--- src/rtl/palette_pkg.sv ---
// Shared types and reset-palette definition for the sprite palette bank.
package palette_pkg;

    localparam int PKG_COLOR_W = 4;

    typedef struct packed {
        logic [PKG_COLOR_W-1:0] red;
        logic [PKG_COLOR_W-1:0] green;
        logic [PKG_COLOR_W-1:0] blue;
    } rgb_t;

    typedef enum logic [0:0] {
        IDLE  = 1'b0,
        FLASH = 1'b1
    } flash_state_e;

    // Channels are either all-zero or all-one, so callers may widen bit 0 to any COLOR_W.
    function automatic rgb_t default_entry(input int unsigned index);
        rgb_t e;
        case (index)
            32'd0:   e = '{red: 4'hF, green: 4'hF, blue: 4'hF};
            32'd1:   e = '{red: 4'h0, green: 4'h0, blue: 4'h0};
            32'd2:   e = '{red: 4'hF, green: 4'h0, blue: 4'h0};
            default: e = '{red: 4'h0, green: 4'h0, blue: 4'h0};
        endcase
        return e;
    endfunction

endpackage

--- src/rtl/sprite_palette_bank_if.sv ---
// Pixel lookup, palette write, frame control and colour output bundle.
interface sprite_palette_bank_if #(
    parameter int INDEX_W   = 4,
    parameter int COLOR_W   = 4,
    parameter int NUM_BANKS = 4
);
    localparam int BANK_W = (NUM_BANKS > 1) ? $clog2(NUM_BANKS) : 1;

    logic                   frame_start;
    logic [BANK_W-1:0]      bank_sel;
    logic                   wr_en;
    logic [BANK_W-1:0]      wr_bank;
    logic [INDEX_W-1:0]     wr_index;
    logic [3*COLOR_W-1:0]   wr_data;
    logic                   pix_valid;
    logic [INDEX_W-1:0]     pix_index;
    logic                   flash_req;
    logic [COLOR_W-1:0]     red;
    logic [COLOR_W-1:0]     green;
    logic [COLOR_W-1:0]     blue;
    logic                   out_valid;
    logic                   transparent;
    logic                   flashing;
    logic [BANK_W-1:0]      active_bank;

    modport master (
        output frame_start, bank_sel, wr_en, wr_bank, wr_index, wr_data,
               pix_valid, pix_index, flash_req,
        input  red, green, blue, out_valid, transparent, flashing, active_bank
    );

    modport slave (
        input  frame_start, bank_sel, wr_en, wr_bank, wr_index, wr_data,
               pix_valid, pix_index, flash_req,
        output red, green, blue, out_valid, transparent, flashing, active_bank
    );

endinterface

--- src/rtl/palette_flash_ctrl.sv ---
// Frame-counted damage-flash FSM: phase toggles every frame while flashing.
module palette_flash_ctrl
    import palette_pkg::*;
#(
    parameter int FLASH_FRAMES = 16
) (
    input  logic clk,
    input  logic rst_n,
    input  logic frame_start,
    input  logic flash_req,
    output logic phase,
    output logic flashing
);
    localparam int FW = $clog2(FLASH_FRAMES + 1);

    flash_state_e  state_r, state_s;
    logic [FW-1:0] frames_left_r, frames_left_s;
    logic          phase_r, phase_s;

    // State, frame counter and phase registers.
    always_ff @(posedge clk or negedge rst_n) begin
        if (!rst_n) begin
            state_r       <= IDLE;
            frames_left_r <= {FW{1'b0}};
            phase_r       <= 1'b0;
        end else begin
            state_r       <= state_s;
            frames_left_r <= frames_left_s;
            phase_r       <= phase_s;
        end
    end

    // Next state; a restart request outranks the frame decrement.
    always_comb begin
        state_s       = state_r;
        frames_left_s = frames_left_r;
        phase_s       = phase_r;
        case (state_r)
            IDLE: begin
                if (flash_req) begin
                    state_s       = FLASH;
                    frames_left_s = FW'(FLASH_FRAMES);
                    phase_s       = 1'b1;
                end else begin
                    state_s = IDLE;
                end
            end
            FLASH: begin
                if (flash_req) begin
                    frames_left_s = FW'(FLASH_FRAMES);
                    phase_s       = 1'b1;
                end else if (frame_start) begin
                    if (frames_left_r == FW'(1)) begin
                        state_s       = IDLE;
                        frames_left_s = {FW{1'b0}};
                        phase_s       = 1'b0;
                    end else begin
                        frames_left_s = frames_left_r - FW'(1);
                        phase_s       = ~phase_r;
                    end
                end else begin
                    state_s = FLASH;
                end
            end
            default: begin
                state_s       = IDLE;
                frames_left_s = {FW{1'b0}};
                phase_s       = 1'b0;
            end
        endcase
    end

    assign phase    = phase_r;
    assign flashing = (state_r == FLASH);

endmodule

--- src/rtl/sprite_palette_bank.sv ---
// Multi-bank writable palette with tear-free bank commit and a 2-stage lookup pipeline.
module sprite_palette_bank
    import palette_pkg::*;
#(
    parameter int INDEX_W      = 4,
    parameter int COLOR_W      = 4,
    parameter int NUM_BANKS    = 4,
    parameter int TRANSP_INDEX = 0,
    parameter int FLASH_FRAMES = 16
) (
    input  logic                 clk,
    input  logic                 rst_n,
    sprite_palette_bank_if.slave bus
);
    localparam int ENTRIES = 2 ** INDEX_W;
    localparam int BANK_W  = (NUM_BANKS > 1) ? $clog2(NUM_BANKS) : 1;
    localparam int RGB_W   = 3 * COLOR_W;

    logic [RGB_W-1:0]  palette_r [NUM_BANKS][ENTRIES];
    logic [BANK_W-1:0] active_bank_r;
    logic [RGB_W-1:0]  s1_color_r;
    logic              s1_valid_r;
    logic              s1_transp_r;
    logic [RGB_W-1:0]  rgb_r;
    logic              out_valid_r;
    logic              transparent_r;
    logic              phase_s;
    logic              flashing_s;

    function automatic logic [RGB_W-1:0] default_color(input int unsigned idx);
        rgb_t e;
        e = default_entry(idx);
        return {{COLOR_W{e.red[0]}}, {COLOR_W{e.green[0]}}, {COLOR_W{e.blue[0]}}};
    endfunction

    // Palette storage: reset to defaults, out-of-range bank writes dropped.
    always_ff @(posedge clk or negedge rst_n) begin
        if (!rst_n) begin
            for (int b = 0; b < NUM_BANKS; b++) begin
                for (int i = 0; i < ENTRIES; i++) begin
                    palette_r[b][i] <= default_color(i);
                end
            end
        end else if (bus.wr_en && (int'(bus.wr_bank) < NUM_BANKS)) begin
            palette_r[bus.wr_bank][bus.wr_index] <= bus.wr_data;
        end
    end

    // Bank register only moves at frame boundaries so a frame never tears.
    always_ff @(posedge clk or negedge rst_n) begin
        if (!rst_n) begin
            active_bank_r <= {BANK_W{1'b0}};
        end else if (bus.frame_start && (int'(bus.bank_sel) < NUM_BANKS)) begin
            active_bank_r <= bus.bank_sel;
        end
    end

    // Stage 1: fetch entry; reads the pre-write value on a same-cycle write.
    always_ff @(posedge clk or negedge rst_n) begin
        if (!rst_n) begin
            s1_color_r  <= {RGB_W{1'b0}};
            s1_valid_r  <= 1'b0;
            s1_transp_r <= 1'b0;
        end else begin
            s1_color_r  <= palette_r[active_bank_r][bus.pix_index];
            s1_valid_r  <= bus.pix_valid;
            s1_transp_r <= (bus.pix_index == INDEX_W'(TRANSP_INDEX));
        end
    end

    // Stage 2: flash override on opaque pixels, blank colour when not valid.
    always_ff @(posedge clk or negedge rst_n) begin
        if (!rst_n) begin
            rgb_r         <= {RGB_W{1'b0}};
            out_valid_r   <= 1'b0;
            transparent_r <= 1'b0;
        end else if (s1_valid_r) begin
            rgb_r         <= (phase_s && !s1_transp_r) ? {RGB_W{1'b1}} : s1_color_r;
            out_valid_r   <= 1'b1;
            transparent_r <= s1_transp_r;
        end else begin
            rgb_r         <= {RGB_W{1'b0}};
            out_valid_r   <= 1'b0;
            transparent_r <= 1'b0;
        end
    end

    palette_flash_ctrl #(
        .FLASH_FRAMES(FLASH_FRAMES)
    ) u_flash (
        .clk         (clk),
        .rst_n       (rst_n),
        .frame_start (bus.frame_start),
        .flash_req   (bus.flash_req),
        .phase       (phase_s),
        .flashing    (flashing_s)
    );

    assign bus.red         = rgb_r[RGB_W-1 -: COLOR_W];
    assign bus.green       = rgb_r[2*COLOR_W-1 -: COLOR_W];
    assign bus.blue        = rgb_r[COLOR_W-1:0];
    assign bus.out_valid   = out_valid_r;
    assign bus.transparent = transparent_r;
    assign bus.flashing    = flashing_s;
    assign bus.active_bank = active_bank_r;

endmodule

--- src/flat_wrapper.sv ---
// flat-port wrapper written by rule: the top's interface ports become plain ports
module sprite_palette_bank_flat import palette_pkg::*;
#(
    parameter int INDEX_W      = 4,
    parameter int COLOR_W      = 4,
    parameter int NUM_BANKS    = 4,
    parameter int TRANSP_INDEX = 0,
    parameter int FLASH_FRAMES = 16
)
  (clk, rst_n, bus_frame_start, bus_bank_sel, bus_wr_en, bus_wr_bank, bus_wr_index, bus_wr_data, bus_pix_valid, bus_pix_index, bus_flash_req, bus_red, bus_green, bus_blue, bus_out_valid, bus_transparent, bus_flashing, bus_active_bank);
  sprite_palette_bank_if #(.INDEX_W(INDEX_W), .COLOR_W(COLOR_W), .NUM_BANKS(NUM_BANKS)) bus_i ();
  input  logic clk;
  input  logic rst_n;
  input wire logic [$bits(bus_i.frame_start)-1:0] bus_frame_start;
  input wire logic [$bits(bus_i.bank_sel)-1:0] bus_bank_sel;
  input wire logic [$bits(bus_i.wr_en)-1:0] bus_wr_en;
  input wire logic [$bits(bus_i.wr_bank)-1:0] bus_wr_bank;
  input wire logic [$bits(bus_i.wr_index)-1:0] bus_wr_index;
  input wire logic [$bits(bus_i.wr_data)-1:0] bus_wr_data;
  input wire logic [$bits(bus_i.pix_valid)-1:0] bus_pix_valid;
  input wire logic [$bits(bus_i.pix_index)-1:0] bus_pix_index;
  input wire logic [$bits(bus_i.flash_req)-1:0] bus_flash_req;
  output wire logic [$bits(bus_i.red)-1:0] bus_red;
  output wire logic [$bits(bus_i.green)-1:0] bus_green;
  output wire logic [$bits(bus_i.blue)-1:0] bus_blue;
  output wire logic [$bits(bus_i.out_valid)-1:0] bus_out_valid;
  output wire logic [$bits(bus_i.transparent)-1:0] bus_transparent;
  output wire logic [$bits(bus_i.flashing)-1:0] bus_flashing;
  output wire logic [$bits(bus_i.active_bank)-1:0] bus_active_bank;
  assign bus_i.frame_start = bus_frame_start;
  assign bus_i.bank_sel = bus_bank_sel;
  assign bus_i.wr_en = bus_wr_en;
  assign bus_i.wr_bank = bus_wr_bank;
  assign bus_i.wr_index = bus_wr_index;
  assign bus_i.wr_data = bus_wr_data;
  assign bus_i.pix_valid = bus_pix_valid;
  assign bus_i.pix_index = bus_pix_index;
  assign bus_i.flash_req = bus_flash_req;
  assign bus_red = bus_i.red;
  assign bus_green = bus_i.green;
  assign bus_blue = bus_i.blue;
  assign bus_out_valid = bus_i.out_valid;
  assign bus_transparent = bus_i.transparent;
  assign bus_flashing = bus_i.flashing;
  assign bus_active_bank = bus_i.active_bank;
  sprite_palette_bank #(.INDEX_W(INDEX_W), .COLOR_W(COLOR_W), .NUM_BANKS(NUM_BANKS), .TRANSP_INDEX(TRANSP_INDEX), .FLASH_FRAMES(FLASH_FRAMES)) u_core (.clk(clk), .rst_n(rst_n), .bus(bus_i));
endmodule
--- config.mk ---
export PLATFORM = sky130hd
export DESIGN_NAME = sprite_palette_bank_flat
export DESIGN_NICKNAME = d
export VERILOG_FILES = /design/src/rtl/palette_pkg.sv /design/src/rtl/sprite_palette_bank_if.sv /design/src/rtl/palette_flash_ctrl.sv /design/src/rtl/sprite_palette_bank.sv /design/src/flat_wrapper.sv
export SDC_FILE = /design/constraint.sdc
export NUM_CORES = 1
export LEC_CHECK = 0
export ABC_AREA = 1
export CAP_MARGIN = 20
export CORE_MARGIN = 1.5
export CORE_UTILIZATION = 35
export CTS_BUF_LIST = sky130_fd_sc_hd__clkbuf_4 sky130_fd_sc_hd__clkbuf_8
export CTS_CLUSTER_DIAMETER = 80
export DETAILED_ROUTE_END_ITERATION = 10
export GPL_ROUTABILITY_DRIVEN = 0
export PLACE_DENSITY = 0.58
export SETUP_SLACK_MARGIN = 0.2
export SLEW_MARGIN = 20
export SYNTH_ARGS = -nofsm -noshare
export SYNTH_HDL_FRONTEND = slang
export SYNTH_HIERARCHICAL = 1
export SYNTH_SLANG_ARGS = --single-unit
--- constraint.sdc ---
create_clock -name clk -period 1.61 [get_ports clk]
set_input_delay 0.2415 -clock clk [delete_from_list [all_inputs] [get_ports clk]]
set_output_delay 0.2415 -clock clk [all_outputs]
set_load 0.05 [all_outputs]
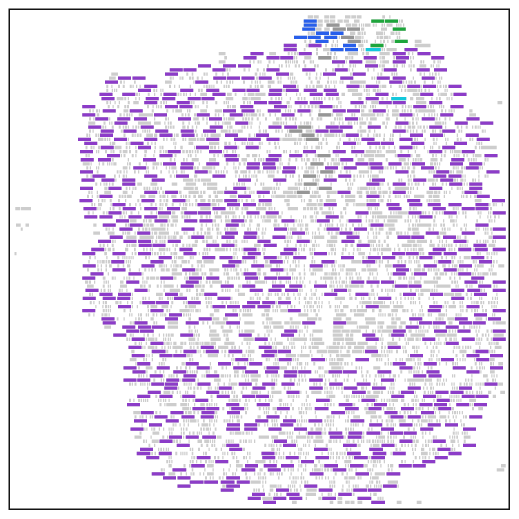
**Above:** run 1 (sequential cells grouped by signal name).
Drawn at 1.5 px/um. Other sequential cells in the stronger gray, the rest of the logic in the fainter gray.
u_core/u_flash/frames_left_r -> green  # sequential cells 5, where north-east
u_core/palette_r -> purple  # sequential cells 768, where spread over the die
u_core/rgb_r -> blue  # sequential cells 12
u_core/bus.active_bank -> cyan  # sequential cells 2
not colored = 18

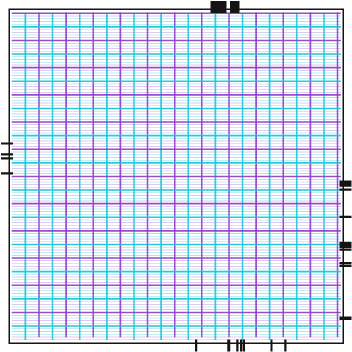
**Above:** run 1 (floorplan with the power grid).
Drawn at 1 px/um. Pins as bars on the die edge.
VDD -> purple
VSS -> cyan
met5 straps = 24
rows = 120
met4 straps = 24
signal pins = 47

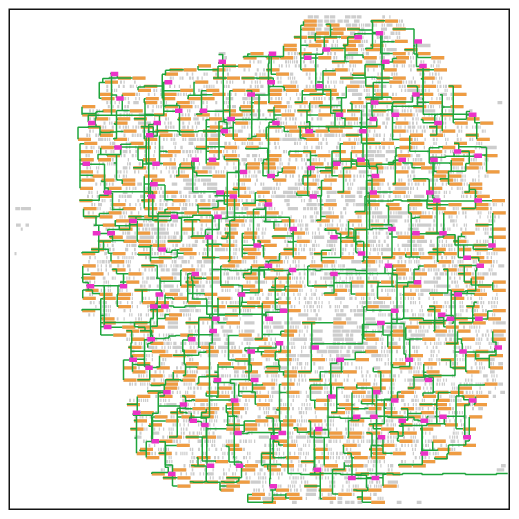
**Above:** run 1 (clock wires, drivers and flops).
Drawn at 1.5 px/um.
clock drivers -> magenta  # count 142
clock wires -> green  # length 11600 um
flip-flops -> orange  # count 805
flops lie = spread over the die

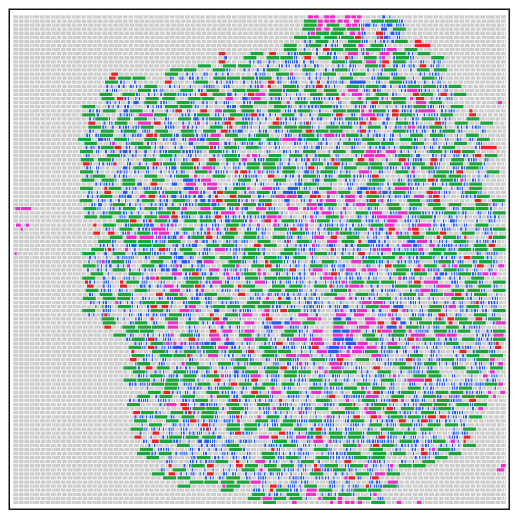
**Above:** run 1 (placement by cell class).
Drawn at 1.5 px/um. Fill, decap, tap and diode cells in gray.
combinational and other logic -> blue  # cells 3798
flops -> green  # cells 805
other buffers and delay cells -> magenta  # cells 374
clock drivers and dummy loads -> red  # cells 248

==> run 1: metal layers <==
metal	GRT usage [%]	part of all wire (%)
met4	6.96	2.8
met2	34.6	46
met1	31.3	46
met5	0	0
met3	3.29	5.4
==> run 1: metrics by stage <==
stage,setup TNS [ns],instances,cell area [um2],utilization [%],hold slack (ns)
2_1_floorplan,-1.37,4964,38500,-,-0.0541
4_1_cts,-6.59,6626,46700,43.5,0.00314
3_3_place_gp,-407.99,6347,42700,39.8,0.130
5_1_grt,-7.45,6629,47000,43.7,0.0793
6_report,-6.01,6629,47000,43.7,0.0906
3_5_place_dp,-424.72,6347,42700,39.8,0.126
==> results_tabular.tex, run 1 <==
% Implementation results table
\begin{tabular}{lr}
\hline
Metric & Value \\
\hline
\multicolumn{2}{l}{\textbf{Run status}} \\
\quad Outcome & complete, but fails checks \\
\quad Failing checks & setup timing \\
\multicolumn{2}{l}{\textbf{Finish}} \\
\quad Top logic cell by instance count in the layout & sky130\_fd\_sc\_hd\_\_nand2\_1 \\
\quad Multi-input gate share of the layout cell area & 32.6\% \\
\quad Area growth, synth to finish & 23.7\% \\
\quad Bufs w/o clock & 374 \\
\quad Combinational cell area excluding buffers and inverters & 15300 um2 \\
\quad Flip-flop count of the largest register after layout & 768 \\
\quad Fraction of layout cells with a size suffix above 1 & 16.7\% \\
\quad Post-layout net count & 5153 \\
\quad Largest regs & u\_core/palette\_r: 768 flops, u\_core/rgb\_r: 12 flops, u\_core/s1\_color\_r: 12 flops \\
\multicolumn{2}{l}{\textbf{Power and ir drop}} \\
\quad Net switching power figure & 0.0159 W \\
\quad Main power group & sequential cells \\
\quad Power drawn by the combinational cells & 0.00966 W \\
\quad Worst ir drop on vdd & 0.647 mV \\
\multicolumn{2}{l}{\textbf{Worst setup path}} \\
\quad Kind of critical path & flip-flop to flip-flop \\
\quad Count of buffer and inverter cells on the critical path & 4 \\
\quad Largest driver fanout on the critical path & 11 \\
\quad Critical path startpoint category & flip-flop \\
\quad Type of element capturing the critical path & flip-flop \\
\quad Maximum cell stage delay along the critical path & 0.50 ns \\
\quad RR Startpoint & u\_core/bus.active\_bank[0] \\
\multicolumn{2}{l}{\textbf{Floorplanning}} \\
\quad Core Rows & 120 \\
\quad Die Height & 332 um \\
\multicolumn{2}{l}{\textbf{Timing}} \\
\quad Final hold violation count & 0 \\
\quad Final worst setup slack & -0.477 ns \\
\quad Final number of setup-violating endpoints & 15 \\
\quad Worst clock skew & 0.0428 ns \\
\quad Worst-case headroom to the max-slew limit & 58.7\% \\
\quad Max Freq & 479 MHz \\
\multicolumn{2}{l}{\textbf{CTS}} \\
\quad CTS buffer count & 142 \\
\quad CTS tree & yes \\
\quad Post-CTS setup buffer count & 17 \\
\quad CTS Hold Bufs & 4 \\
\multicolumn{2}{l}{\textbf{Logic synthesis}} \\
\quad Most used flip-flop cell & sky130\_fd\_sc\_hd\_\_dfrtp\_1 \\
\quad Area fraction in mux cells & 0\% \\
\quad Synthesized netlist cell count & 4964 \\
\quad Post-synthesis net count & 4996 \\
\quad Leading post-synthesis cells by instance count & sky130\_fd\_sc\_hd\_\_nand2\_1 (1784), sky130\_fd\_sc\_hd\_\_dfrtp\_1 (741), sky130\_fd\_sc\_hd\_\_o21ai\_0 (602) \\
\quad Leading cell type by number of instances after synthesis & sky130\_fd\_sc\_hd\_\_nand2\_1 \\
\multicolumn{2}{l}{\textbf{Detailed routing}} \\
\quad Routed length per instance & 18.3 um \\
\multicolumn{2}{l}{\textbf{Flow run}} \\
\quad Total tool warning count & 30 \\
\multicolumn{2}{l}{\textbf{Placed design}} \\
\quad Number of input and output port buffers inserted & 46 \\
\multicolumn{2}{l}{\textbf{Min path}} \\
\quad Type of the most critical hold path & input port to async pin \\
\hline
\end{tabular}
==> run 1 -> run 2 <==
--- a/config.mk
+++ b/config.mk
@@ -15,7 +15,7 @@
 export GPL_ROUTABILITY_DRIVEN = 0
 export PLACE_DENSITY = 0.58
 export SETUP_SLACK_MARGIN = 0.2
-export SLEW_MARGIN = 20
+export SLEW_MARGIN = 30
 export SYNTH_ARGS = -nofsm -noshare
 export SYNTH_HDL_FRONTEND = slang
 export SYNTH_HIERARCHICAL = 1
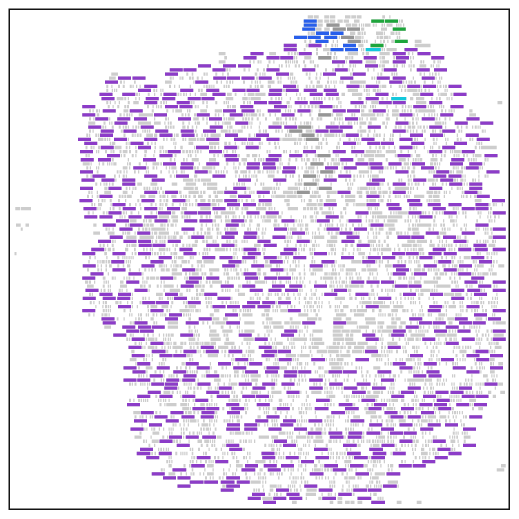
**Above:** run 2 (sequential cells grouped by signal name).
Drawn at 1.5 px/um. Other sequential cells in the stronger gray, the rest of the logic in the fainter gray.
u_core/bus.active_bank -> cyan  # sequential cells 2
u_core/rgb_r -> blue  # sequential cells 12
u_core/u_flash/frames_left_r -> green  # sequential cells 5, where north-east
u_core/palette_r -> purple  # sequential cells 768, where spread over the die
not colored = 18

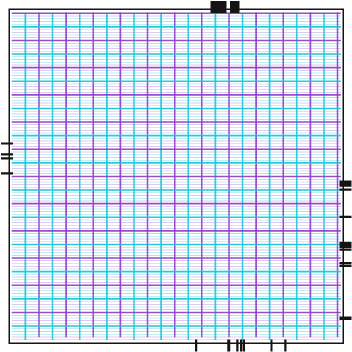
**Above:** run 2 (floorplan with the power grid).
Drawn at 1 px/um. Pins as bars on the die edge.
VDD -> purple
VSS -> cyan
signal pins = 47
met5 straps = 24
rows = 120

==> results_tabular.tex, run 2 <==
% Implementation results table
\begin{tabular}{lr}
\hline
Metric & Value \\
\hline
\multicolumn{2}{l}{\textbf{Min path}} \\
\quad Type of the most critical hold path & input port to async pin (unchanged) \\
\multicolumn{2}{l}{\textbf{Floorplanning}} \\
\quad Core Rows & 120 (unchanged) \\
\quad Die Height & 332 um (unchanged) \\
\multicolumn{2}{l}{\textbf{Worst setup path}} \\
\quad Type of element capturing the critical path & flip-flop (unchanged) \\
\quad Largest driver fanout on the critical path & 11 (unchanged) \\
\quad RR Startpoint & u\_core/bus.active\_bank[0] (unchanged) \\
\quad Kind of critical path & flip-flop to flip-flop (unchanged) \\
\quad Count of buffer and inverter cells on the critical path & 4 (unchanged) \\
\quad Maximum cell stage delay along the critical path & 0.50 ns (about the same) \\
\multicolumn{2}{l}{\textbf{Detailed routing}} \\
\quad Met3 WL post-DR & 6560 um (unchanged) \\
\quad Post-Route M1 WL & 56100 um (unchanged) \\
\quad Uppermost routed layer & met4 (unchanged) \\
\quad Routed length per instance & 18.3 um (unchanged) \\
\quad Length of routed met2 wiring & 55200 um (unchanged) \\
\multicolumn{2}{l}{\textbf{Timing}} \\
\quad Final number of setup-violating endpoints & 15 (unchanged) \\
\quad Worst clock skew & 0.0428 ns (unchanged) \\
\quad Worst-case headroom to the max-slew limit & 58.7\% (unchanged) \\
\quad Final hold violation count & 0 (unchanged) \\
\quad Setup\_tns & -6.01 ns (unchanged) \\
\quad Final worst setup slack & -0.477 ns (unchanged) \\
\multicolumn{2}{l}{\textbf{CTS}} \\
\quad CTS tree & yes (unchanged) \\
\quad CTS buffer count & 142 (unchanged) \\
\multicolumn{2}{l}{\textbf{Finish}} \\
\quad Non-filler instance count after layout & 6629 (unchanged) \\
\quad Final Core Density & 43.7\% (unchanged) \\
\quad Largest regs & u\_core/palette\_r: 768 flops, u\_core/rgb\_r: 12 flops, u\_core/s1\_color\_r: 12 flops (unchanged) \\
\quad Post-layout net count & 5153 (unchanged) \\
\quad Flip-flop count of the largest register after layout & 768 (unchanged) \\
\quad Combinational cell area excluding buffers and inverters & 15300 um2 (unchanged) \\
\quad Design area & 47000 um2 (unchanged) \\
\quad Bufs w/o clock & 374 (unchanged) \\
\quad Top logic cell by instance count in the layout & sky130\_fd\_sc\_hd\_\_nand2\_1 (unchanged) \\
\multicolumn{2}{l}{\textbf{Logic synthesis}} \\
\quad Area fraction in mux cells & 0\% (unchanged) \\
\quad Leading post-synthesis cells by instance count & sky130\_fd\_sc\_hd\_\_nand2\_1 (1784), sky130\_fd\_sc\_hd\_\_dfrtp\_1 (741), sky130\_fd\_sc\_hd\_\_o21ai\_0 (602) (unchanged) \\
\quad Synthesized netlist cell count & 4964 (unchanged) \\
\quad Post-synthesis net count & 4996 (unchanged) \\
\quad Most used flip-flop cell & sky130\_fd\_sc\_hd\_\_dfrtp\_1 (unchanged) \\
\quad Leading cell type by number of instances after synthesis & sky130\_fd\_sc\_hd\_\_nand2\_1 (unchanged) \\
\multicolumn{2}{l}{\textbf{Power and ir drop}} \\
\quad Worst ir drop on vdd & 0.647 mV (unchanged) \\
\quad Net switching power figure & 0.0159 W (unchanged) \\
\multicolumn{2}{l}{\textbf{Placed design}} \\
\quad Count of placed standard cells including taps & 6347 (unchanged) \\
\quad Number of input and output port buffers inserted & 46 (unchanged) \\
\multicolumn{2}{l}{\textbf{Run status}} \\
\quad Failing checks & setup timing (unchanged) \\
\quad Outcome & complete, but fails checks (unchanged) \\
\multicolumn{2}{l}{\textbf{Flow run}} \\
\quad Total tool warning count & 30 (unchanged) \\
\hline
\end{tabular}
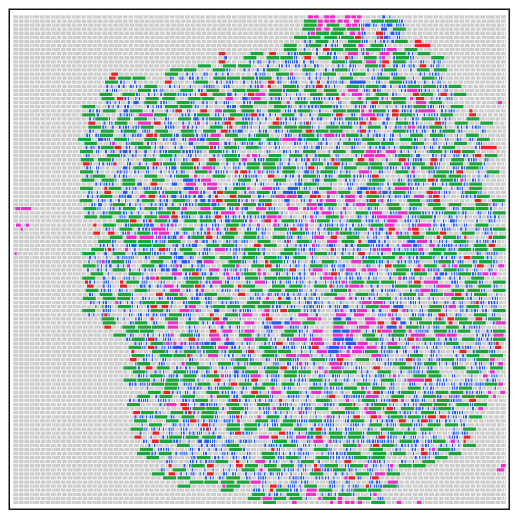
**Above:** run 2 (placement by cell class).
Drawn at 1.5 px/um. Fill, decap, tap and diode cells in gray.
clock drivers and dummy loads -> red  # cells 248
combinational and other logic -> blue  # cells 3798
flops -> green  # cells 805
other buffers and delay cells -> magenta  # cells 374

run 2: cell counts after synthesis:
No cell type changed its count.
run 2: power by group through the flow:
stage	logic [W]	clock network (W)	registers (W)
after floorplan	0.00550	0	0.0245
after global placement	0.00884	0	0.0247
after detailed placement	0.00899	0	0.0247
after CTS	0.00958	0.0205	0.0244
after global routing	0.0109	0.0214	0.0248
final	0.00966	0.0200	0.0245
run 2: what timing repair did:
item                                    in CTS  in global routing
endpoints found under the hold margin      769                  0
gates resized                              173                 54
gates cloned                                10                  2
hold buffers                                 4                  0
pin swaps                                   54                 36
endpoints found under the setup margin      36                 75
setup buffers                               17                  0
run 2: routing by layer:
layer	track usage, %	up-vias
li1	-	16000
met3	3.29	211
met1	31.3	15900
met2	34.6	886
met4	6.96	0
met5	0	-
No activity file was given, so power comes from the tool's default toggle rates.
